--- src/rtl/uart_rx_data_sampler_if.sv ---
// Signal bundle between the receiver control path and the oversampling bit sampler.
// The master side drives the line and sampling controls; the slave side returns the voted bit.
interface uart_rx_data_sampler_if;
  logic [5:0] prescale;
  logic       enable;
  logic [4:0] edge_count;
  logic       rx_in;
  logic       rx_sync;
  logic       sampled_bit;
  logic       sample_valid;
  logic       sample_noise;

  modport master (
    output prescale, enable, edge_count, rx_in,
    input  rx_sync, sampled_bit, sample_valid, sample_noise
  );

  modport slave (
    input  prescale, enable, edge_count, rx_in,
    output rx_sync, sampled_bit, sample_valid, sample_noise
  );
endinterface

--- src/rtl/uart_rx_data_sampler.sv ---
// UART receive bit sampler: synchronises rx_in, takes three samples around mid-bit
// and emits a majority-voted bit with a one-cycle valid strobe and a noise flag.
module uart_rx_data_sampler #(
  parameter int   SYNC_STAGES = 2,
  parameter logic IDLE_LEVEL  = 1'b1
) (
  input logic                  clk,
  input logic                  reset,
  uart_rx_data_sampler_if.slave bus
);

  typedef enum logic [1:0] {
    CNT_IDLE,
    CNT_S0,
    CNT_S1
  } cnt_t;

  cnt_t                   r_cnt;
  logic [SYNC_STAGES-1:0] r_sync;
  logic                   r_s0;
  logic                   r_s1;
  logic                   r_bit;
  logic                   r_valid;
  logic                   r_noise;

  logic [4:0] w_mid;
  logic       w_legal;
  logic       w_rx;
  logic       w_maj;
  logic       w_noise;
  logic       w_at_m1;
  logic       w_at_m;
  logic       w_at_p1;

  // Unsupported ratios leave w_legal low so no sample point can ever match.
  always_comb begin
    w_mid   = 5'd0;
    w_legal = 1'b0;
    case (bus.prescale)
      6'd8:    begin w_mid = 5'd4;  w_legal = 1'b1; end
      6'd16:   begin w_mid = 5'd8;  w_legal = 1'b1; end
      6'd32:   begin w_mid = 5'd16; w_legal = 1'b1; end
      default: begin w_mid = 5'd0;  w_legal = 1'b0; end
    endcase
  end

  assign w_rx    = r_sync[SYNC_STAGES-1];
  assign w_maj   = (r_s0 & r_s1) | (r_s0 & w_rx) | (r_s1 & w_rx);
  assign w_noise = !((r_s0 == r_s1) && (r_s1 == w_rx));
  assign w_at_m1 = w_legal && (bus.edge_count == w_mid - 5'd1);
  assign w_at_m  = w_legal && (bus.edge_count == w_mid);
  assign w_at_p1 = w_legal && (bus.edge_count == w_mid + 5'd1);

  always_ff @(posedge clk) begin
    if (reset) begin
      r_sync  <= {SYNC_STAGES{IDLE_LEVEL}};
      r_s0    <= IDLE_LEVEL;
      r_s1    <= IDLE_LEVEL;
      r_bit   <= IDLE_LEVEL;
      r_valid <= 1'b0;
      r_noise <= 1'b0;
      r_cnt   <= CNT_IDLE;
    end else begin
      r_sync  <= {r_sync[SYNC_STAGES-2:0], bus.rx_in};
      r_valid <= 1'b0;
      r_noise <= 1'b0;
      if (!bus.enable) begin
        r_cnt <= CNT_IDLE;
      end else if (w_at_m1) begin
        // The first sample point always restarts the sequence, whatever came before.
        r_s0  <= w_rx;
        r_cnt <= CNT_S0;
      end else if (w_at_m) begin
        if (r_cnt == CNT_S0) begin
          r_s1  <= w_rx;
          r_cnt <= CNT_S1;
        end else begin
          r_cnt <= CNT_IDLE;
        end
      end else if (w_at_p1) begin
        r_cnt <= CNT_IDLE;
        if (r_cnt == CNT_S1) begin
          r_bit   <= w_maj;
          r_noise <= w_noise;
          r_valid <= 1'b1;
        end
      end
    end
  end

  assign bus.rx_sync      = w_rx;
  assign bus.sampled_bit  = r_bit;
  assign bus.sample_valid = r_valid;
  assign bus.sample_noise = r_noise;

endmodule
--- src/flat_wrapper.sv ---
// flat-port wrapper written by rule: the top's interface ports become plain ports
module uart_rx_data_sampler_flat 
#(
  parameter int   SYNC_STAGES = 2,
  parameter logic IDLE_LEVEL  = 1'b1
)
  (clk, reset, bus_prescale, bus_enable, bus_edge_count, bus_rx_in, bus_rx_sync, bus_sampled_bit, bus_sample_valid, bus_sample_noise);
  uart_rx_data_sampler_if bus_i ();
  input logic clk;
  input logic reset;
  input wire logic [$bits(bus_i.prescale)-1:0] bus_prescale;
  input wire logic [$bits(bus_i.enable)-1:0] bus_enable;
  input wire logic [$bits(bus_i.edge_count)-1:0] bus_edge_count;
  input wire logic [$bits(bus_i.rx_in)-1:0] bus_rx_in;
  output wire logic [$bits(bus_i.rx_sync)-1:0] bus_rx_sync;
  output wire logic [$bits(bus_i.sampled_bit)-1:0] bus_sampled_bit;
  output wire logic [$bits(bus_i.sample_valid)-1:0] bus_sample_valid;
  output wire logic [$bits(bus_i.sample_noise)-1:0] bus_sample_noise;
  assign bus_i.prescale = bus_prescale;
  assign bus_i.enable = bus_enable;
  assign bus_i.edge_count = bus_edge_count;
  assign bus_i.rx_in = bus_rx_in;
  assign bus_rx_sync = bus_i.rx_sync;
  assign bus_sampled_bit = bus_i.sampled_bit;
  assign bus_sample_valid = bus_i.sample_valid;
  assign bus_sample_noise = bus_i.sample_noise;
  uart_rx_data_sampler #(.SYNC_STAGES(SYNC_STAGES), .IDLE_LEVEL(IDLE_LEVEL)) u_core (.clk(clk), .reset(reset), .bus(bus_i));
endmodule
--- config.mk ---
export PLATFORM = sky130hd
export DESIGN_NAME = uart_rx_data_sampler_flat
export DESIGN_NICKNAME = d
export VERILOG_FILES = /design/src/rtl/uart_rx_data_sampler_if.sv /design/src/rtl/uart_rx_data_sampler.sv /design/src/flat_wrapper.sv
export SDC_FILE = /design/constraint.sdc
export NUM_CORES = 1
export LEC_CHECK = 0
export ABC_CLOCK_PERIOD_IN_PS = 2300
export CAP_MARGIN = 20
export CORE_ASPECT_RATIO = 1.1
export CORE_MARGIN = 5
export CORE_UTILIZATION = 28
export CTS_BUF_LIST = sky130_fd_sc_hd__clkbuf_4 sky130_fd_sc_hd__clkbuf_8
export DETAILED_ROUTE_END_ITERATION = 12
export GPL_ROUTABILITY_DRIVEN = 0
export PLACE_DENSITY = 0.56
export SYNTH_ARGS = -nofsm -noshare
export SYNTH_HDL_FRONTEND = slang
export SYNTH_SLANG_ARGS = --single-unit
--- constraint.sdc ---
create_clock -name clk -period 2.3 [get_ports clk]
set_clock_uncertainty 0.2 [all_clocks]
set_input_delay 0.23 -clock clk [delete_from_list [all_inputs] [get_ports clk]]
set_output_delay 0.23 -clock clk [all_outputs]
set_load 0.03 [all_outputs]
Congestion heat map:
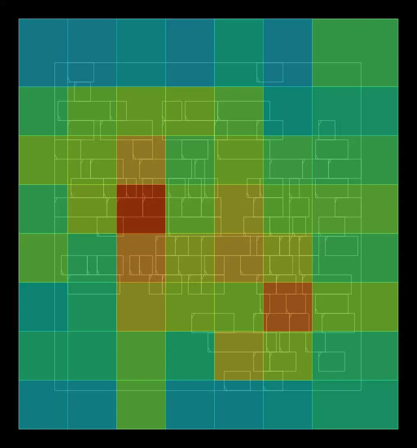
Total Routing Usage GR: 11.0%
final routed wire length divided by cell count: 11.4 um
met3 capacity usage during global routing: 3.08%
Final Util: 47.4%

The metal 2 layer:
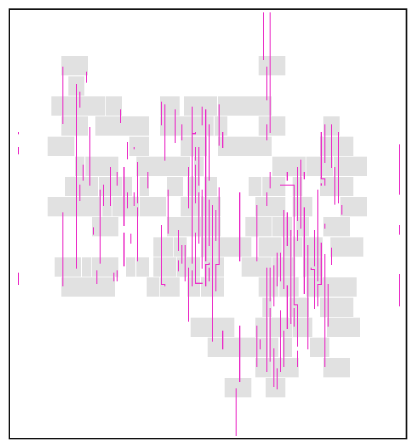
- longest straight run: 24.8 um
- main direction: vertical
- wire length on this layer: 663 um

==> results.txt <==
Notes on the physical implementation.

- Post-synthesis, Yosys gives the total cell area as 583 sq um.
- The fraction of the cycle the final worst path needs is 91.1%, for reference.
- Hold repair after CTS inserted 0 buffers.
- STA classifies the critical path startpoint as an input port.
- The sequential cell area is 180 sq um, for reference.
- The highest-power group is sequential cells, for reference.
- The worst register-to-register path depth is 3.
- Looking at the worst setup and hold paths, the clock pins of their registers show a slew of 60 ps.
- The cell internal power dissipation is 282 uW, for reference.
- In this run the number of cells on the critical path is 9.
- STA lists the endpoint of the worst register-to-register path as u_core.r_cnt[1]$_SDFFE_PP0P_.
- The highest layer used for signal routing is met4, for reference.
- The area share of the leading cell type in the synthesized netlist is 30.9%, for reference.
- Yosys stat counts 63 cells in the synthesized netlist.
- In this run, the number of DRC markers left after iteration 0 of detailed routing was 9.
- The cell with the largest stage delay on the worst path is or3_4, for reference.
- Counting pins that exceed their max-slew limit in the final report gives 0.
- The sink of the worst hold path is u_core.r_sync[1]$_SDFF_PP1_, for reference.
- The boundary pin count is 19, for reference.
- The tree is rooted in a clkbuf_4.
- The synthesized netlist net count is 81, for reference.
- The repair_antennas step left the layout with diodes totalling 0.
- The count of port buffers added during placement is 18, for reference.
- The share of async-settable or async-resettable flops after synthesis is 0%, for reference.
- Across the run, the number of max-cap violations was 0.
- The run finished with clean final reports.
- Across all setup checks in the final design, the least slack found is 206 ps.
Clock network drawn from the DEF:
The bar under the picture is 20 um long.
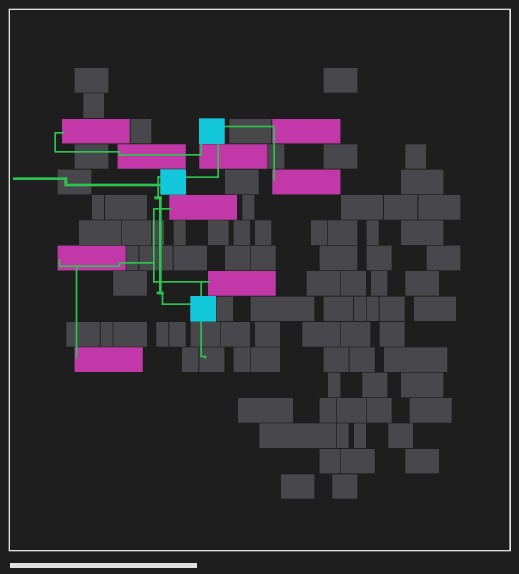
- clock wires: green (length 128 um)
- flip-flops: magenta (count 9)
- clock-net drivers: cyan (count 3)
- routed clock nets: 4

Metal layers overlaid:
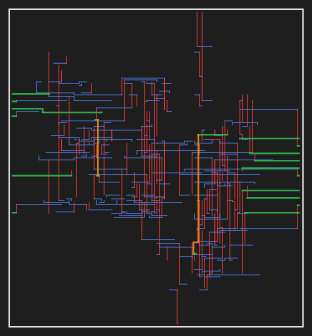
- M2: red (wire length 663 um)
- M4: orange (wire length 32.9 um)
- M1: blue (wire length 610 um)
- M3: green (wire length 111 um)

-- cell usage after synthesis (all sizes together) (2+ instances only) --
library cell  instances
dfxtp                 9
nor2                  8
nand3                 4
nor3                  4
ha                    3
mux2i                 3
nand2                 3
nor3b                 3
or2                   3
inv                   2
o21ai                 2
or3                   2
xnor2                 2
xor2                  2
-- cell families after synthesis --
kind of cell | synth area share (%)
AOI/OAI and AO/OA | 10.1
xor gates and xnor gates | 11.2
adders and majority gates | 6.44
buffers and inverters | 1.29
DFF | 30.9
muxes | 5.15
and+or+nand+nor | 35.0
-- stage by stage --
step / instances / setup TNS [ps] / instance area [sq um]
after floorplan: 63 / 0 / 583
after global placement: 119 / -1190 / 873
after detailed placement: 119 / -1410 / 873
after CTS: 124 / -23.8 / 921
after global routing: 124 / 0 / 947
final: 124 / 0 / 947
-- worst reg2reg max path: cells and delay by family (launching register included) --
family             cells  cell delay, ps
AOI/OAI and AO/OA      1             120
and+or+nand+nor        2             640
DFF                    1             400
-- flip-flops by register name (all words and copies together), names as in the netlist --
name                     cells
u_core.r_cnt                 2
u_core.bus.sampled_bit       1
u_core.bus.sample_noise      1
u_core.r_s1                  1
u_core.bus.sample_valid      1
u_core.r_sync                2
u_core.r_s0                  1
-- what timing repair did --
item | CTS | global route
endpoints found under the setup margin | 3 | 4
buffers inserted | 1 | 0
pin swaps | 0 | 7
gates resized | 3 | 8
-- final cells by class --
| cell class | instances | share of cell area, % |
|---|---|---|
| inverter | 2 | 0.793 |
| timing repair buffer | 29 | 29.3 |
| clock buffer | 4 | 3.17 |
| tap | 28 | 3.70 |
| multi-input combinational | 52 | 44.0 |
| sequential | 9 | 19.0 |
Power figures rest on the tool's default switching activity, not on a simulated workload.
